[src/rtl/syn_fpga_status_ctrl.sv]
// Board status and display controller: local-bus registers driving seven-segment digits,
// green/red LEDs, plus synchronised live and sticky status lines with a shared blink phase.
module syn_fpga_status_ctrl #(
    parameter int P_LB_DWIDTH  = 32,
    parameter int P_LB_AWIDTH  = 8,
    parameter int P_NUM_HEX    = 4,
    parameter int P_NUM_LEDR   = 10,
    parameter int P_NUM_LEDG   = 8,
    parameter int P_NUM_STATUS = 3,
    parameter int P_BLINK_DIV  = 25000000
) (
    input  logic                     clk_ir,
    input  logic                     rst_il,
    input  logic                     lb_wr_en_i,
    input  logic                     lb_rd_en_i,
    input  logic [P_LB_AWIDTH-1:0]   lb_addr_i,
    input  logic [P_LB_DWIDTH-1:0]   lb_wr_data_i,
    output logic                     lb_rd_valid_o,
    output logic [P_LB_DWIDTH-1:0]   lb_rd_data_o,
    input  logic [P_NUM_STATUS-1:0]  status_i,
    output logic [7*P_NUM_HEX-1:0]   hex_o,
    output logic [P_NUM_LEDR-1:0]    ledr_o,
    output logic [P_NUM_LEDG-1:0]    ledg_o
);

    localparam int CNT_W = (P_BLINK_DIV > 2) ? $clog2(P_BLINK_DIV) : 1;
    localparam logic [CNT_W-1:0] CNT_MAX = CNT_W'(P_BLINK_DIV - 1);
    // Software-owned red LEDs are the ones below the status LEDs.
    localparam logic [P_NUM_LEDR-1:0] LEDR_SW_MASK = {P_NUM_LEDR{1'b1}} >> P_NUM_STATUS;

    localparam logic [2:0] A_CTRL      = 3'd0;
    localparam logic [2:0] A_HEX_VAL   = 3'd1;
    localparam logic [2:0] A_HEX_BLANK = 3'd2;
    localparam logic [2:0] A_HEX_BLINK = 3'd3;
    localparam logic [2:0] A_LEDG      = 3'd4;
    localparam logic [2:0] A_LEDR_SW   = 3'd5;
    localparam logic [2:0] A_STATUS    = 3'd6;

    function automatic logic [6:0] hex_seg(input logic [3:0] v);
        logic [6:0] s;
        case (v)
            4'h0: s = 7'h40;
            4'h1: s = 7'h79;
            4'h2: s = 7'h24;
            4'h3: s = 7'h30;
            4'h4: s = 7'h19;
            4'h5: s = 7'h12;
            4'h6: s = 7'h02;
            4'h7: s = 7'h78;
            4'h8: s = 7'h00;
            4'h9: s = 7'h10;
            4'hA: s = 7'h08;
            4'hB: s = 7'h03;
            4'hC: s = 7'h46;
            4'hD: s = 7'h21;
            4'hE: s = 7'h06;
            default: s = 7'h0e;
        endcase
        return s;
    endfunction

    logic [1:0]               ctrl_q;
    logic [4*P_NUM_HEX-1:0]   hex_val_q;
    logic [P_NUM_HEX-1:0]     hex_blank_q;
    logic [P_NUM_HEX-1:0]     hex_blink_q;
    logic [P_NUM_LEDG-1:0]    ledg_q;
    logic [P_NUM_LEDR-1:0]    ledr_sw_q;
    logic [P_NUM_STATUS-1:0]  sync_p0;
    logic [P_NUM_STATUS-1:0]  sync_p1;
    logic [P_NUM_STATUS-1:0]  sticky_q;
    logic [CNT_W-1:0]         blink_cnt_q;
    logic                     blink_phase_q;
    logic                     rd_vld_p0;
    logic [P_LB_DWIDTH-1:0]   rd_data_p0;

    logic [2:0]               reg_sel;
    logic                     wr_status;
    logic [P_NUM_STATUS-1:0]  sticky_clr;
    logic [P_LB_DWIDTH-1:0]   rd_mux;
    logic [7*P_NUM_HEX-1:0]   hex_d;
    logic [P_NUM_LEDR-1:0]    ledr_d;
    logic                     unused_lb;

    assign reg_sel    = lb_addr_i[2:0];
    assign wr_status  = lb_wr_en_i && (reg_sel == A_STATUS);
    assign sticky_clr = wr_status ? lb_wr_data_i[P_NUM_STATUS-1:0] : '0;
    assign unused_lb  = ^{lb_addr_i, lb_wr_data_i};

    // Register file
    always_ff @(posedge clk_ir or negedge rst_il) begin
        if (!rst_il) begin
            ctrl_q      <= '0;
            hex_val_q   <= '0;
            hex_blank_q <= '1;
            hex_blink_q <= '0;
            ledg_q      <= '0;
            ledr_sw_q   <= '0;
        end else if (lb_wr_en_i) begin
            case (reg_sel)
                A_CTRL:      ctrl_q      <= lb_wr_data_i[1:0];
                A_HEX_VAL:   hex_val_q   <= lb_wr_data_i[4*P_NUM_HEX-1:0];
                A_HEX_BLANK: hex_blank_q <= lb_wr_data_i[P_NUM_HEX-1:0];
                A_HEX_BLINK: hex_blink_q <= lb_wr_data_i[P_NUM_HEX-1:0];
                A_LEDG:      ledg_q      <= lb_wr_data_i[P_NUM_LEDG-1:0];
                A_LEDR_SW:   ledr_sw_q   <= lb_wr_data_i[P_NUM_LEDR-1:0] & LEDR_SW_MASK;
                default: ;
            endcase
        end
    end

    // Status synchroniser and sticky latch; a set in the same cycle as a clear wins
    always_ff @(posedge clk_ir or negedge rst_il) begin
        if (!rst_il) begin
            sync_p0  <= '0;
            sync_p1  <= '0;
            sticky_q <= '0;
        end else begin
            sync_p0  <= status_i;
            sync_p1  <= sync_p0;
            sticky_q <= (sticky_q & ~sticky_clr) | sync_p1;
        end
    end

    always_ff @(posedge clk_ir or negedge rst_il) begin
        if (!rst_il) begin
            blink_cnt_q   <= '0;
            blink_phase_q <= 1'b0;
        end else if (!ctrl_q[1]) begin
            blink_cnt_q   <= '0;
            blink_phase_q <= 1'b0;
        end else if (blink_cnt_q == CNT_MAX) begin
            blink_cnt_q   <= '0;
            blink_phase_q <= ~blink_phase_q;
        end else begin
            blink_cnt_q   <= blink_cnt_q + 1'b1;
        end
    end

    always_comb begin
        rd_mux = '0;
        case (reg_sel)
            A_CTRL:      rd_mux[1:0]             = ctrl_q;
            A_HEX_VAL:   rd_mux[4*P_NUM_HEX-1:0] = hex_val_q;
            A_HEX_BLANK: rd_mux[P_NUM_HEX-1:0]   = hex_blank_q;
            A_HEX_BLINK: rd_mux[P_NUM_HEX-1:0]   = hex_blink_q;
            A_LEDG:      rd_mux[P_NUM_LEDG-1:0]  = ledg_q;
            A_LEDR_SW:   rd_mux[P_NUM_LEDR-1:0]  = ledr_sw_q;
            A_STATUS: begin
                rd_mux[P_NUM_STATUS-1:0]              = sticky_q;
                rd_mux[2*P_NUM_STATUS-1:P_NUM_STATUS] = sync_p1;
            end
            default: ;
        endcase
    end

    // Read stage p0: capture pre-write register contents
    always_ff @(posedge clk_ir or negedge rst_il) begin
        if (!rst_il) begin
            rd_vld_p0  <= 1'b0;
            rd_data_p0 <= '0;
        end else begin
            rd_vld_p0 <= lb_rd_en_i;
            if (lb_rd_en_i) rd_data_p0 <= rd_mux;
        end
    end

    // Read stage p1: bus output
    always_ff @(posedge clk_ir or negedge rst_il) begin
        if (!rst_il) begin
            lb_rd_valid_o <= 1'b0;
            lb_rd_data_o  <= '0;
        end else begin
            lb_rd_valid_o <= rd_vld_p0;
            if (rd_vld_p0) lb_rd_data_o <= rd_data_p0;
        end
    end

    always_comb begin
        hex_d = '1;
        for (int d = 0; d < P_NUM_HEX; d++) begin
            if (ctrl_q[0] && !hex_blank_q[d] &&
                !(ctrl_q[1] && hex_blink_q[d] && blink_phase_q))
                hex_d[7*d +: 7] = hex_seg(hex_val_q[4*d +: 4]);
        end
    end

    // Status LEDs: live is steady on, sticky-only follows the blink phase
    always_comb begin
        ledr_d = ledr_sw_q;
        for (int s = 0; s < P_NUM_STATUS; s++)
            ledr_d[P_NUM_LEDR-P_NUM_STATUS+s] = sync_p1[s] | (sticky_q[s] & blink_phase_q);
    end

    always_ff @(posedge clk_ir or negedge rst_il) begin
        if (!rst_il) begin
            hex_o  <= '1;
            ledr_o <= '0;
            ledg_o <= '0;
        end else begin
            hex_o  <= hex_d;
            ledr_o <= ledr_d;
            ledg_o <= ledg_q;
        end
    end

endmodule

[config.mk]
export PLATFORM = sky130hd
export DESIGN_NAME = syn_fpga_status_ctrl
export DESIGN_NICKNAME = d
export VERILOG_FILES = /design/src/rtl/syn_fpga_status_ctrl.sv
export SDC_FILE = /design/constraint.sdc
export NUM_CORES = 1
export LEC_CHECK = 0
export CAP_MARGIN = 25
export CORE_UTILIZATION = 40
export CTS_CLUSTER_DIAMETER = 40
export DETAILED_ROUTE_END_ITERATION = 10
export MAX_ROUTING_LAYER = met4
export PLACE_DENSITY = 0.73
export SETUP_SLACK_MARGIN = 0.1
export SLEW_MARGIN = 25
export SYNTH_ARGS = -nofsm -noshare
export SYNTH_HDL_FRONTEND = slang
export SYNTH_SLANG_ARGS = --single-unit
[constraint.sdc]
create_clock -name clk_ir -period 2.9 [get_ports clk_ir]
set_input_delay 0.58 -clock clk_ir [delete_from_list [all_inputs] [get_ports clk_ir]]
set_output_delay 0.58 -clock clk_ir [all_outputs]
set_load 0.01 [all_outputs]
Figure 1. Signal wires by layer (run 1).
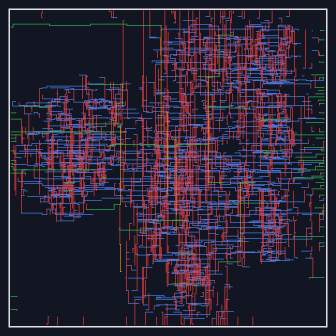
color	layer	wire length
orange	M4	272 um
red	M2	7100 um
blue	M1	6640 um
green	M3	630 um

Figure 2. Clock distribution (run 1).
Bar = 50 um.
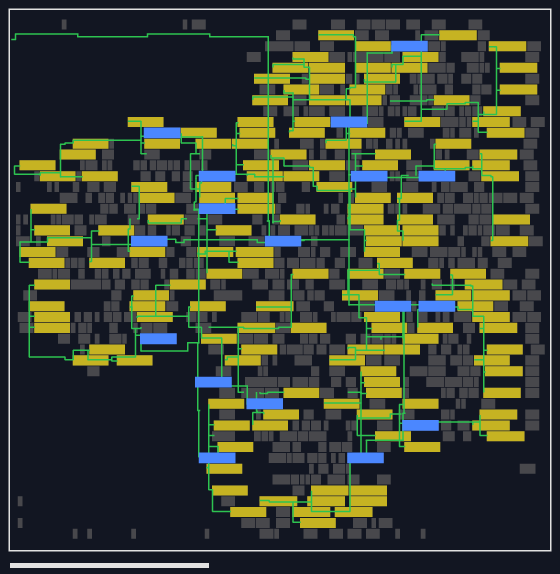
[green] clock wires | length: 1750 um
[yellow] flip-flops | count: 156
[blue] clock-net drivers | count: 17
routed clock nets	18

Figure 3. Port wiring (run 1).
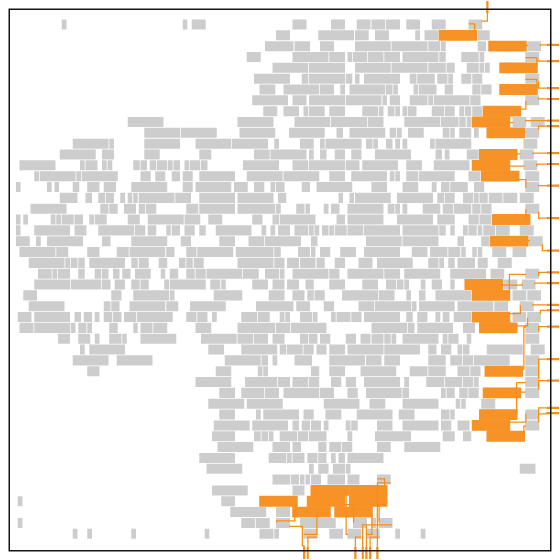
color	port	bits	direction	edge	end cells	wire
orange	`hex_o`	28	output	20 right, 7 bottom, 1 top	28	278 um

==> flow_metrics.tcl, run 1 <==
# implementation run metrics
set metrics [dict create \
    drt-initial-drc-count 224 \
    ctsRootBufferMaster "clkbuf_16" \
    postCtsHoldBufs 0 \
    synthDistinctLibCells 55 \
    rr_worst_depth 4 \
    netlist_instances 630 \
    fin_crit_sh_pct 75.2 \
    aoi_share_pct 12.0 \
    row_count 48 \
    r2r-start "blink_cnt_q[2]" \
    crit_slowest_cell "clkdlybuf4s50_1" \
    status "finished, final reports clean" \
    clk_path_buf_depth 2 \
    setup_viol 0 \
    cp-start-kind "input pin" \
    end_kind "flip-flop" \
    fin_util_pct 50.8 \
    worstMarginPinSlew_ps 983 \
    ys_ff 156 \
    r2r_slack_ps 840 \
    nets 790 \
    adder_share_pct 4.38 \
    min_period_ps 2180 \
    ant_nets 0 \
    htreeDepth 4 \
    report.final.slew_viol_count 0 \
    tns_ps 0 \
    finalWirelength_um 14600 \
    synth-simple-area-share_pct 13.0 \
    top_cell "dfrtp_1" \
    place.gp.congestion 0.839 \
    vdd_drop_max_mv 0.475 \
    final_cell_area_um2 8810 \
    die_h_um 136 \
    drive_gt1_share_pct 18.6 \
    dpl-instance-area_um2 8230 \
    regArea_um2 3940 \
    synth-xor-area-share_pct 1.72 \
    placed_cells 924 \
    floorplan.core_util_pct 41.1 \
    mux_area_share_pct 8.42 \
    ios 126 \
    required_ps 3220 \
    ctsResizeCount 0 \
    lay_top_cells "124 x dfrtp_1, 87 x clkdlybuf4s50_1, 58 x nand2_1, 46 x mux2_2, 34 x o21ai_0" \
    final_hold_viol_count 0 \
    flop_cell "dfrtp_1" \
    synth-async-reset-ratio_pct 100 \
    clk_pin_slew_ps 70 \
    ys_cells 630 \
    path_class "in -> reg" \
    hpwlAfterDp_um 10300 \
    core-area_um2 17400 \
    p_leak_uw 0.00362 \
    synth-edff-count 0 \
    hold_slack_ps 169 \
    clock_latency_ps 430 \
    synth.area.top_cells "dfrtp_1 43%, dfstp_2 12%, mux2_2 7.3%, ha_1 4.4%, nand2_1 3.1%" \
    crit_chain "clkdlybuf4s50_1 -> nor2b_1 -> nand3_1 -> mux2_2" \
    logic_area_um2 2880 \
    synthTopLogicFamily "simple AND/OR/NAND/NOR gates" \
    fin_ws_ps 719 \
    grt_max_degree 75 \
    clkSinkCount 156 \
    synthDominantCellAreaShare_pct 43.5 \
    antenna_found_initial 1 \
    vias_per_cell 5.20 \
    top_area_cell "dfrtp_1" \
    hp-class "in -> async" \
    cts_tree "yes" \
    grt_overflow 0 \
    slowest_delay_ps 790 \
    skew_ps 9.65 \
    slew_headroom_pct 34.0 \
    syn_avg_cell_area_um2 11.3 \
    yosys_warnings 0 \
    gr-usage-all-layers_pct 17.8 \
    drc 0 \
    num_vias 4977 \
    cp_max_fo 12 \
    max-cap-violations 0 \
    first_pass_iters 5 \
    ys_seq_share_pct 55.3 \
    syn2layout_area_growth_pct 23.5 \
    powerDensity_nw_per_um2 704 \
    warning_count 67 \
    synthTopCellsByCount "124 x dfrtp_1, 58 x nand2_1, 46 x mux2_2, 34 x o21ai_0" \
    worstPathArrival_ps 2500 \
    netlist_area_um2 7140 \
    die-area_um2 18400 \
    cts_buffers 17 \
    avgRoutedWirePerCell_um 15.3 \
    first_global_vias 4791 \
    grt_pass1_wl_um 24200 \
    grt_setup_unrepaired "no" \
    power_uw 6200 \
    pre_cts_ws_ps 258 \
    post-cts-setup-buffer-count 0 \
    die_x_um 136 \
    yosys-stat-area_um2 7140 \
    layout.cells.non_filler 957 \
    max_freq_mhz 459 \
    nFillCells 1538 \
    lay_top_count "dfrtp_1" \
    r2r_end "blink_cnt_q[17]" \
    portBuffers 88 \
]
## run 1: final cells by class
cell class                 instances  share of cell area [%]
antenna                            1                  0.0284
timing repair buffer             101                    11.4
inverter                          32                    1.36
tap                              225                    3.20
clock inverter                    15                    1.72
clock buffer                      17                    4.83
multi-input combinational        410                    32.7
sequential                       156                    44.8
## run 1: state kept, by name, indices dropped and copies added, names as in the netlist
signal and cells:
blink_cnt_q 25, blink_phase_q 1, ctrl_q 2, hex_blank_q 4
hex_blink_q 4, hex_o 28, hex_val_q 16, lb_rd_data_o 16
lb_rd_valid_o 1, ledg_o 8, ledg_q 8, ledr_o 10
ledr_sw_q 7, rd_data_p0 16, rd_vld_p0 1, sticky_q 3
sync_p0 3, sync_p1 3
## run 1: per-layer routing
metal	wire (um)	vias up	global-route usage [%]
li1	-	2383	-
met3	630	23	4.19
met1	6640	2457	21.9
met4	272	0	7.43
met5	0	-	-
met2	7100	114	27.9
## run 1: how the worst max path moves through the flow
stage	startpoint	end	slack, ps	cells after the start
6_report	lb_addr_i[0]	ledr_sw_q[4]	720	4
5_1_grt	lb_addr_i[0]	ledr_sw_q[6]	560	4
4_1_cts	lb_addr_i[0]	ledr_sw_q[4]	710	4
3_5_place_dp	lb_addr_i[0]	ledr_sw_q[4]	260	4
3_3_place_gp	lb_addr_i[0]	ledr_sw_q[1]	310	4
2_1_floorplan	blink_cnt_q[0]	blink_cnt_q[3]	980	6
## run 1: critical path, delay by kind of cell
family | cells | cell delay [ps]
buffers and inverters | 1 | 790
muxes | 1 | 400
and+or+nand+nor | 2 | 720
## run 1: power by group
group / switching, uW / total, uW / internal [uW]
Combinational: 580 / 1230 / 648
Clock: 985 / 2130 / 1140
Sequential: 274 / 2850 / 2570
Total: 1840 / 6200 / 4360
==> run 1 -> run 2 <==
clock period = 2.3 ns   (was 2.9 ns; I/O delays follow)
Figure 4. Gate-type map (run 2).
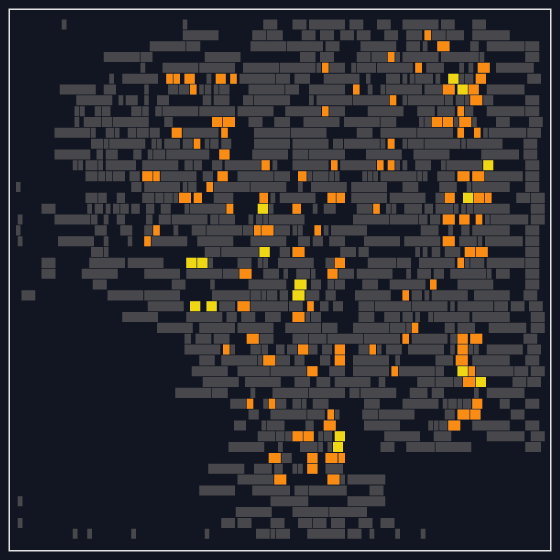
color	family	cells	most used
yellow	non-inverting ao/oa cells	16	a21o_1
orange	aoi and oai cells	109	o21ai_0
combinational share of cell area: 32.2%
final non-filler cell total: 974
Top cell excl fill/tap: dfrtp_1

==> run 2 against run 1 <==
  * Via count up 1.3%
  * Sequential cell count unchanged
  * Largest power group unchanged
  * Power up 27%
  * Core utilization up 0.73 points
  * Global-route usage up 0.74 points
==> flow_metrics.tcl, run 2 <==
# implementation run metrics
set metrics [dict create \
    cts_buffers 17 \
    portBuffers 88 \
    antenna_cells 0 \
    antenna_found_initial 0 \
    grt_max_degree 44 \
    vias_per_cell 5.17 \
    cts_tree "yes" \
    inverters 32 \
    rr_worst_depth 4 \
    n_all_buffers 119 \
    r2r-start "blink_cnt_q[11]" \
    slew_headroom_pct 51.5 \
    synth.area.top_cells "dfrtp_1 43%, dfstp_2 12%, mux2_2 7.3%, ha_1 4.4%, nand2_1 3.1%" \
    min_period_ps 1980 \
    final_hold_viol_count 0 \
    power_frac_seq_pct 45.9 \
    tns_ps 0 \
    ant_nets 0 \
    syn2layout_area_growth_pct 25.2 \
    nets 808 \
    largest-register "hex_o" \
    fin_crit_sh_pct 85.9 \
    nFillCells 1522 \
    synthTopLogicFamily "simple AND/OR/NAND/NOR gates" \
    finalWirelength_um 15300 \
    adder_share_pct 4.38 \
    ys_cells 630 \
    largest_register_ffs 28 \
    top_layer_used "met4" \
    grt_setup_unrepaired "no" \
    seq_share_pct 44.1 \
    core-area_um2 17400 \
    p_leak_uw 0.00371 \
    slowest_delay_ps 610 \
    yosys_warnings 0 \
    ios 126 \
    worstMarginPinSlew_ps 727 \
    largest_class "registers" \
    aoi_share_pct 12.0 \
    nonClkBufAreaFrac_pct 12.9 \
    yosys-stat-area_um2 7140 \
    clock_latency_ps 430 \
    top_cell "dfrtp_1" \
    first_global_vias 4792 \
    dr_wl_met3_um 682 \
    drt-initial-drc-count 292 \
    grt_util_met1_pct 23.9 \
    num_vias 5040 \
    r2r_slack_ps 320 \
    wl_met1_um 7040 \
    mux_area_share_pct 8.42 \
    htreeDepth 4 \
    drc 0 \
    placed_cells 941 \
    crit_chain "nand3_1 -> or4_4 -> or4_1 -> a21oi_1" \
    cp_max_fo 12 \
    crit_slowest_cell "or4_4" \
    synth-async-reset-ratio_pct 100 \
    ctsRootBufferMaster "clkbuf_16" \
    synth-edff-count 0 \
    met2_length_um 7340 \
    grt_overflow 0 \
    synth-xor-area-share_pct 1.72 \
    logic_area_um2 2880 \
    clk_path_buf_depth 2 \
    hp-class "reg -> reg" \
    flop_cell "dfrtp_1" \
    ys_ff 156 \
    required_ps 2650 \
    synthTopCellsByCount "124 x dfrtp_1, 58 x nand2_1, 46 x mux2_2, 34 x o21ai_0" \
    cp.depth 4 \
    synth-simple-area-share_pct 13.0 \
    flop-count 156 \
    max-cap-violations 0 \
    pwr-share-comb_pct 20.2 \
    lay_top_cells "124 x dfrtp_1, 87 x clkdlybuf4s50_1, 58 x nand2_1, 46 x mux2_2, 34 x o21ai_0" \
    netlist_instances 630 \
    path_class "reg -> reg" \
    vdd_drop_max_mv 0.580 \
    status "finished, final reports clean" \
    ctsResizeCount 0 \
    grt_pass1_wl_um 25300 \
    grt-busiest-layer "met2" \
    avgRoutedWirePerCell_um 15.7 \
    path_buffers 0 \
    clock_buffers 23 \
    power.share.clock_pct 33.9 \
    floorplan.core_util_pct 41.1 \
    report.final.slew_viol_count 0 \
    r2r_end "blink_cnt_q[24]" \
    drive_gt1_share_pct 19.9 \
    clk_pin_slew_ps 60 \
    place.gp.congestion 0.858 \
    met2_usage_pct 27.9 \
    ys_seq_share_pct 55.3 \
    powerDensity_nw_per_um2 878 \
    end_kind "flip-flop" \
    hold_slack_ps 348 \
    setup_viol 0 \
    netlist_area_um2 7140 \
    hpwlAfterDp_um 10900 \
    switchingPower_uw 2210 \
    synthDistinctLibCells 55 \
    grtUsageMet3_pct 4.75 \
    row_count 48 \
    syn_avg_cell_area_um2 11.3 \
    die-area_um2 18400 \
    path_delay_family "simple AND/OR/NAND/NOR gates" \
    comb_cells 410 \
    cp-start-kind "flip-flop" \
    clkCellAreaFrac_pct 6.22 \
    n_tap_cell 225 \
    synthDominantCellAreaShare_pct 43.5 \
    gr-usage-all-layers_pct 18.5 \
    largest_registers "hex_o: 28 flops, blink_cnt_q: 25 flops" \
    first_pass_iters 4 \
    worstPathArrival_ps 2330 \
    max_freq_mhz 506 \
    p_int_uw 5640 \
    warning_count 67 \
    p_sw_share_pct 28.1 \
]
==> run 2: how the worst max path moves through the flow <==
| stage | endpoint | slack [ps] | from |
|---|---|---|---|
| 6_report | blink_cnt_q[24] | 320 | blink_cnt_q[11] |
| 3_3_place_gp | hex_val_q[11] | 70 | lb_addr_i[2] |
| 5_1_grt | blink_cnt_q[9] | 190 | blink_cnt_q[0] |
| 2_1_floorplan | blink_cnt_q[3] | 380 | blink_cnt_q[0] |
| 3_5_place_dp | hex_val_q[15] | 60 | lb_addr_i[2] |
| 4_1_cts | blink_cnt_q[9] | 320 | blink_cnt_q[0] |
==> run 2: what timing repair did <==
action	4_1_cts	5_1_grt
hold buffers	1	0
endpoints found under the hold margin	27	0
buffers inserted	0	0
==> run 2: kinds of logic after synthesis <==
kind of cell,count (synthesis)
other,1
flip-flops,156
AND-OR/OR-AND,125
XOR/XNOR,14
buffers and inverters,79
adder cells (fa/ha/maj),25
AND/OR/NAND/NOR,177
multiplexers,53
==> run 2: metrics by stage <==
| step | power (uW) | util (%) | instance area, um^2 | setup WS (ps) |
|---|---|---|---|---|
| 2_1_floorplan | 4420 | - | 7190 | 382 |
| 3_3_place_gp | 5200 | 48.2 | 8370 | 73.3 |
| 3_5_place_dp | 5240 | 48.2 | 8370 | 56.9 |
| 4_1_cts | 7910 | 51.5 | 8940 | 325 |
| 5_1_grt | 8250 | 51.5 | 8940 | 188 |
| 6_report | 7850 | 51.5 | 8940 | 324 |
==> run 2: power by group through the flow <==
stage | Clock, uW | Combinational (uW) | Sequential [uW]
6_report | 2660 | 1580 | 3600
4_1_cts | 2710 | 1600 | 3610
2_1_floorplan | 0 | 835 | 3590
5_1_grt | 2830 | 1750 | 3660
3_5_place_dp | 0 | 1590 | 3650
3_3_place_gp | 0 | 1560 | 3640
Power and IR drop assume default switching activity.
